<file path="src/rtl/pong_pkg.sv">
// Shared constants for the Pong score display: 7-segment digit patterns and FSM states.
// Segment bit order is {A,B,C,D,E,F,G}, bit 6 = A, 1 = lit.
package pong_pkg;

   localparam logic [6:0] SEG_BLANK = 7'b0000000;
   localparam logic [6:0] SEG_0     = 7'b1111110;
   localparam logic [6:0] SEG_1     = 7'b0110000;
   localparam logic [6:0] SEG_2     = 7'b1101101;
   localparam logic [6:0] SEG_3     = 7'b1111001;
   localparam logic [6:0] SEG_4     = 7'b0110011;
   localparam logic [6:0] SEG_5     = 7'b1011011;
   localparam logic [6:0] SEG_6     = 7'b1011111;
   localparam logic [6:0] SEG_7     = 7'b1110000;
   localparam logic [6:0] SEG_8     = 7'b1111111;
   localparam logic [6:0] SEG_9     = 7'b1111011;

   typedef enum logic {
      ST_PLAY = 1'b0,
      ST_WIN  = 1'b1
   } state_e;

endpackage

</file>
<file path="src/rtl/seg7_encoder.sv">
// Combinational BCD digit to 7-segment pattern; codes 10..15 give a dark digit.
module seg7_encoder
   import pong_pkg::*;
(
   input  logic [3:0] i_Value,
   output logic [6:0] o_Segments
);

   always_comb begin
      o_Segments = SEG_BLANK;
      case (i_Value)
         4'd0:    o_Segments = SEG_0;
         4'd1:    o_Segments = SEG_1;
         4'd2:    o_Segments = SEG_2;
         4'd3:    o_Segments = SEG_3;
         4'd4:    o_Segments = SEG_4;
         4'd5:    o_Segments = SEG_5;
         4'd6:    o_Segments = SEG_6;
         4'd7:    o_Segments = SEG_7;
         4'd8:    o_Segments = SEG_8;
         4'd9:    o_Segments = SEG_9;
         default: o_Segments = SEG_BLANK;
      endcase
   end

endmodule

</file>
<file path="src/rtl/score_segment_driver.sv">
// Pong score keeper: counts point edges, detects the winner and blinks the winning digit
// until a new game starts. All outputs are registered.
module score_segment_driver
   import pong_pkg::*;
#(
   parameter int unsigned p_WIN_SCORE    = 9,
   parameter int unsigned p_BLINK_CYCLES = 12_500_000
) (
   input  logic       i_Clk,
   input  logic       i_Rst_L,
   input  logic       i_P1_Point,
   input  logic       i_P2_Point,
   input  logic       i_Game_Reset,
   output logic [6:0] o_P1_Segments,
   output logic [6:0] o_P2_Segments,
   output logic       o_Game_Over,
   output logic [1:0] o_Winner
);

   localparam int unsigned CntW = (p_BLINK_CYCLES > 1) ? $clog2(p_BLINK_CYCLES) : 1;
   localparam logic [CntW-1:0] CntLast  = CntW'(p_BLINK_CYCLES - 1);
   localparam logic [3:0]      WinScore = 4'(p_WIN_SCORE);

   logic            p1_in_q, p1_prev_q, p2_in_q, p2_prev_q;
   logic            in_valid_q, prev_valid_q;
   logic [3:0]      score1_q, score1_d, score2_q, score2_d;
   state_e          state_q, state_d;
   logic [1:0]      winner_q, winner_d;
   logic            game_over_q;
   logic [CntW-1:0] blink_cnt_q, blink_cnt_d;
   logic            blank_q, blank_d;
   logic [6:0]      p1_seg_q, p2_seg_q, p1_enc, p2_enc;
   logic            p1_rise, p2_rise;

   // An edge needs two genuine post-reset samples, so a level already high at reset release
   // is never counted.
   assign p1_rise = prev_valid_q & p1_in_q & ~p1_prev_q;
   assign p2_rise = prev_valid_q & p2_in_q & ~p2_prev_q;

   always_comb begin
      score1_d    = score1_q;
      score2_d    = score2_q;
      state_d     = state_q;
      winner_d    = winner_q;
      blink_cnt_d = blink_cnt_q;
      blank_d     = blank_q;
      if (i_Game_Reset) begin
         score1_d    = 4'd0;
         score2_d    = 4'd0;
         state_d     = ST_PLAY;
         winner_d    = 2'b00;
         blink_cnt_d = '0;
         blank_d     = 1'b0;
      end else begin
         unique case (state_q)
            ST_PLAY: begin
               if (p1_rise) score1_d = score1_q + 4'd1;
               if (p2_rise) score2_d = score2_q + 4'd1;
               if ((score1_d == WinScore) || (score2_d == WinScore)) begin
                  state_d     = ST_WIN;
                  winner_d    = {score2_d == WinScore, score1_d == WinScore};
                  blink_cnt_d = '0;
                  blank_d     = 1'b0;
               end
            end
            ST_WIN: begin
               if (blink_cnt_q == CntLast) begin
                  blink_cnt_d = '0;
                  blank_d     = ~blank_q;
               end else begin
                  blink_cnt_d = blink_cnt_q + CntW'(1);
               end
            end
         endcase
      end
   end

   seg7_encoder u_p1_enc (
      .i_Value    (score1_q),
      .o_Segments (p1_enc)
   );

   seg7_encoder u_p2_enc (
      .i_Value    (score2_q),
      .o_Segments (p2_enc)
   );

   always_ff @(posedge i_Clk or negedge i_Rst_L) begin
      if (!i_Rst_L) begin
         p1_in_q      <= 1'b0;
         p1_prev_q    <= 1'b0;
         p2_in_q      <= 1'b0;
         p2_prev_q    <= 1'b0;
         in_valid_q   <= 1'b0;
         prev_valid_q <= 1'b0;
         score1_q     <= 4'd0;
         score2_q     <= 4'd0;
         state_q      <= ST_PLAY;
         winner_q     <= 2'b00;
         game_over_q  <= 1'b0;
         blink_cnt_q  <= '0;
         blank_q      <= 1'b0;
         p1_seg_q     <= SEG_0;
         p2_seg_q     <= SEG_0;
      end else begin
         p1_in_q      <= i_P1_Point;
         p1_prev_q    <= p1_in_q;
         p2_in_q      <= i_P2_Point;
         p2_prev_q    <= p2_in_q;
         in_valid_q   <= 1'b1;
         prev_valid_q <= in_valid_q;
         score1_q     <= score1_d;
         score2_q     <= score2_d;
         state_q      <= state_d;
         winner_q     <= winner_d;
         game_over_q  <= (state_d == ST_WIN);
         blink_cnt_q  <= blink_cnt_d;
         blank_q      <= blank_d;
         // blank_q and winner_q are only non-zero in WIN, so no state qualifier is needed
         p1_seg_q     <= (blank_q && winner_q[0]) ? SEG_BLANK : p1_enc;
         p2_seg_q     <= (blank_q && winner_q[1]) ? SEG_BLANK : p2_enc;
      end
   end

   assign o_P1_Segments = p1_seg_q;
   assign o_P2_Segments = p2_seg_q;
   assign o_Game_Over   = game_over_q;
   assign o_Winner      = winner_q;

endmodule

</file>
<file path="config.mk">
export PLATFORM = sky130hd
export DESIGN_NAME = score_segment_driver
export DESIGN_NICKNAME = d
export VERILOG_FILES = /design/src/rtl/pong_pkg.sv /design/src/rtl/seg7_encoder.sv /design/src/rtl/score_segment_driver.sv
export SDC_FILE = /design/constraint.sdc
export NUM_CORES = 1
export LEC_CHECK = 0
export CAP_MARGIN = 20
export CORE_MARGIN = 10
export CORE_UTILIZATION = 45
export DETAILED_ROUTE_END_ITERATION = 10
export GPL_TIMING_DRIVEN = 0
export PLACE_DENSITY_LB_ADDON = 0.15
export SLEW_MARGIN = 20
export SYNTH_ARGS = -nofsm -noshare
export SYNTH_HDL_FRONTEND = slang
export SYNTH_SLANG_ARGS = --single-unit
</file>
<file path="constraint.sdc">
create_clock -name i_Clk -period 4.4 [get_ports i_Clk]
set_input_delay 1.32 -clock i_Clk [delete_from_list [all_inputs] [get_ports i_Clk]]
set_output_delay 1.32 -clock i_Clk [all_outputs]
set_load 0.05 [all_outputs]
</file>
Power grid:
Scale: 4 px per micron. Pins as bars on the die edge.
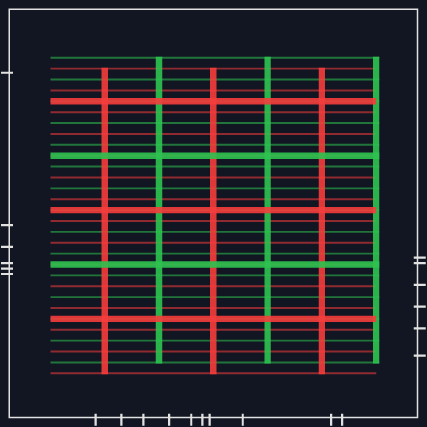
color	net
green	VDD
red	VSS
met4 straps	6
met1 rails	30
Max VDD drop: 0.000155 V
die span in y: 102 microns

Routed metal, one color a layer:
Scale: 6 px per micron. Only two layers are drawn.
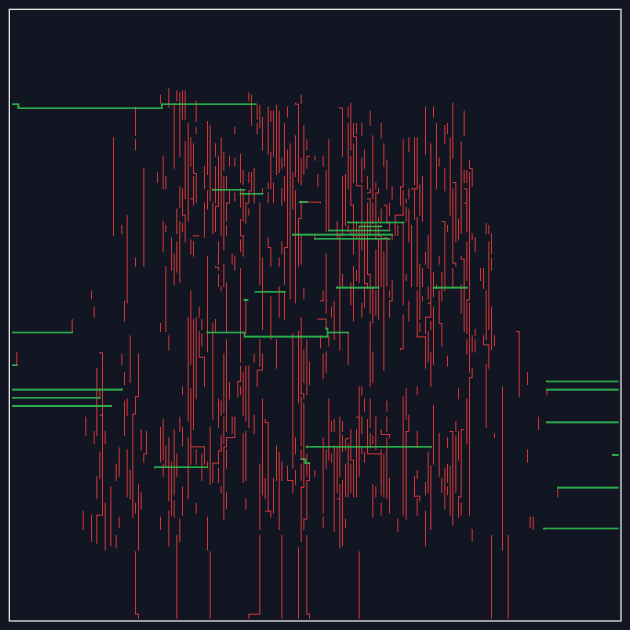
color	layer	wire length
red	M2	3020 microns
green	M3	297 microns

==> flow_metrics.py <==
# Auto-generated metrics
metrics = {
    "floorplanning": {
        "fp_util": 0.468,
        "num_rows": 29,
        "die-area_sq_um": 10300,
        "io_pins": 22,
        "die_w_microns": 102,
    },
    "finish": {
        "largest_register_ffs": 24,
        "nNetsFinal": 343,
        "insertedDiodeCount": 0,
        "post-route-util": 0.532,
        "nFillCells": 574,
        "fin_cells": 405,
        "area_delta_synth_final_pct": 13.8,
        "layout-drive-gt1-share": 0.143,
        "finalInstanceArea_sq_um": 3420,
        "regMostFlops": "blink_cnt_q",
    },
    "placed_design": {
        "dp_hpwl_microns": 4430,
        "placed_area_sq_um": 3310,
        "numPortBuffers": 21,
        "dp_cells": 397,
        "pre_cts_slack_ns": 1.51,
    },
    "yosys": {
        "most_common_cell": "dfrtp_1",
        "top_logic_kind": "simple AND/OR/NAND/NOR gates",
        "synth_area_per_cell_sq_um": 10.0,
        "topCellsByArea": "dfrtp_1 (37%), dfstp_2 (10%), a211o_1 (5.2%), ha_1 (4.6%), a21oi_1 (3.5%)",
        "synth-compound-area-share": 0.161,
        "yosys_cells": 299,
        "yosys_warnings": 0,
        "ys_area_sq_um": 3000,
        "syn_nets": 315,
        "syn_inst": 299,
        "synth_cell_types": 56,
        "xor_share": 0.0204,
        "synthTopCellsByCount": "dfrtp_1 (44), a21oi_1 (21), nand2_1 (19), nor2_1 (19), a211o_1 (18)",
    },
    "cts": {
        "worstSkewPairLatency_ns": 0.31,
        "cts_max_level": 2,
        "cts_made_buffers": 5,
        "cts_tree": "done",
        "clk_pin_slew_worst_paths_ns": 0.10,
    },
    "detailed_routing": {
        "wirelength_microns": 6390,
        "drt.antenna.violating_nets": 0,
        "wl_met2_microns": 3020,
        "post_drt_wl_per_cell_microns": 15.8,
        "wl_met3_microns": 296,
        "drt_iter0_drc": 85,
        "routed.top_layer": "met4",
        "met1_length_microns": 3000,
        "via_per_inst": 5.87,
        "first_pass_iters": 4,
    },
    "min_path": {
        "hold_path_depth": 0,
        "hold_path_class": "reg2reg",
    },
    "global_routing": {
        "antenna_found_initial": 0,
        "gr-usage-met2": 0.207,
        "grt.busiest_layer": "met2",
        "grtUsageMet3": 0.0286,
        "grt_pass1_vias": 2234,
        "globalRouteMet1Util": 0.165,
        "grt_max_degree": 57,
        "grt_pass1_wl_microns": 10800,
    },
    "setup_path": {
        "ff2ff_path_depth": 8,
        "crit_path_max_fanout": 1,
        "path_cells": "clkdlybuf4s50_1",
        "path_buffers": 1,
        "endpoint_kind": "primary output",
    },
    "final_timing": {
        "setup_viol": 0,
        "max_freq_mhz": 336,
        "rsz0062_at_grt": "no",
        "setup-tns-final_ns": 0,
        "period_needed_ns": 2.97,
        "period_used_share": 0.676,
        "skew_ns": 0.00945,
    },
    "power_and_ir_drop": {
        "p_switching_mw": 0.231,
        "finalPower_mw": 0.956,
        "combinationalPowerShare": 0.078,
        "power_frac_seq": 0.559,
        "power_leakage_nw": 1.58,
        "power_density_nw_per_um2": 280,
    },
    "outcome": {
        "status": "finished clean",
    },
    "job": {
        "tool_warnings": 34,
        "drv_cap": 0,
    },
}
-- placed cells by master (no fill, tap or decap), types with 4 or more instances in the layout --
cell,n
buf_6,4
and3_1,16
nand3_1,11
inv_1,8
nor2_1,19
clkdlybuf4s50_1,20
o21ai_0,12
xor2_1,4
ha_1,11
buf_4,5
nor4_1,4
nor3_1,16
a211o_1,18
dfrtp_1,44
nor3b_1,4
nand4_1,11
nand2_1,19
clkbuf_1,5
clkbuf_8,5
a21oi_1,21
dfstp_2,12
-- worst paths after layout --
kind	start	endpoint	slack (ns)
min reg2reg	in_valid_q$_DFF_PN0_	prev_valid_q$_DFF_PN0_	0.36
min	in_valid_q$_DFF_PN0_	prev_valid_q$_DFF_PN0_	0.36
min in group asynchronous	i_Rst_L	score1_q[3]$_DFFE_PN0P_	1.05
max reg2reg	score2_q[0]$_DFFE_PN0P_	blink_cnt_q[23]$_DFFE_PN0P_	1.87
max	o_P2_Segments[1]$_DFF_PN1_	o_P2_Segments[1]	1.43
max in group asynchronous	i_Rst_L	blink_cnt_q[17]$_DFFE_PN0P_	2.89
-- final cells by class --
type                            count  area (sq um)  area share
Clock buffer                        6          72.6      0.0212
Timing Repair Buffer               21           208      0.0607
Tap cell                           77          96.3      0.0282
Clock inverter                      2          38.8      0.0113
Inverter                            9          33.8     0.00988
Buffer                             16           109      0.0318
Multi-Input combinational cell    218          1450       0.423
Sequential cell                    56          1420       0.414
-- power groups by stage --
stage / clock (mW) / sequential (mW) / combinational [mW]
2_1_floorplan: 0 / 0.565 / 0.0235
3_3_place_gp: 0 / 0.543 / 0.0762
3_5_place_dp: 0 / 0.544 / 0.0766
4_1_cts: 0.356 / 0.534 / 0.0767
5_1_grt: 0.371 / 0.535 / 0.0823
6_report: 0.347 / 0.534 / 0.0749
Power and IR drop assume default switching activity.
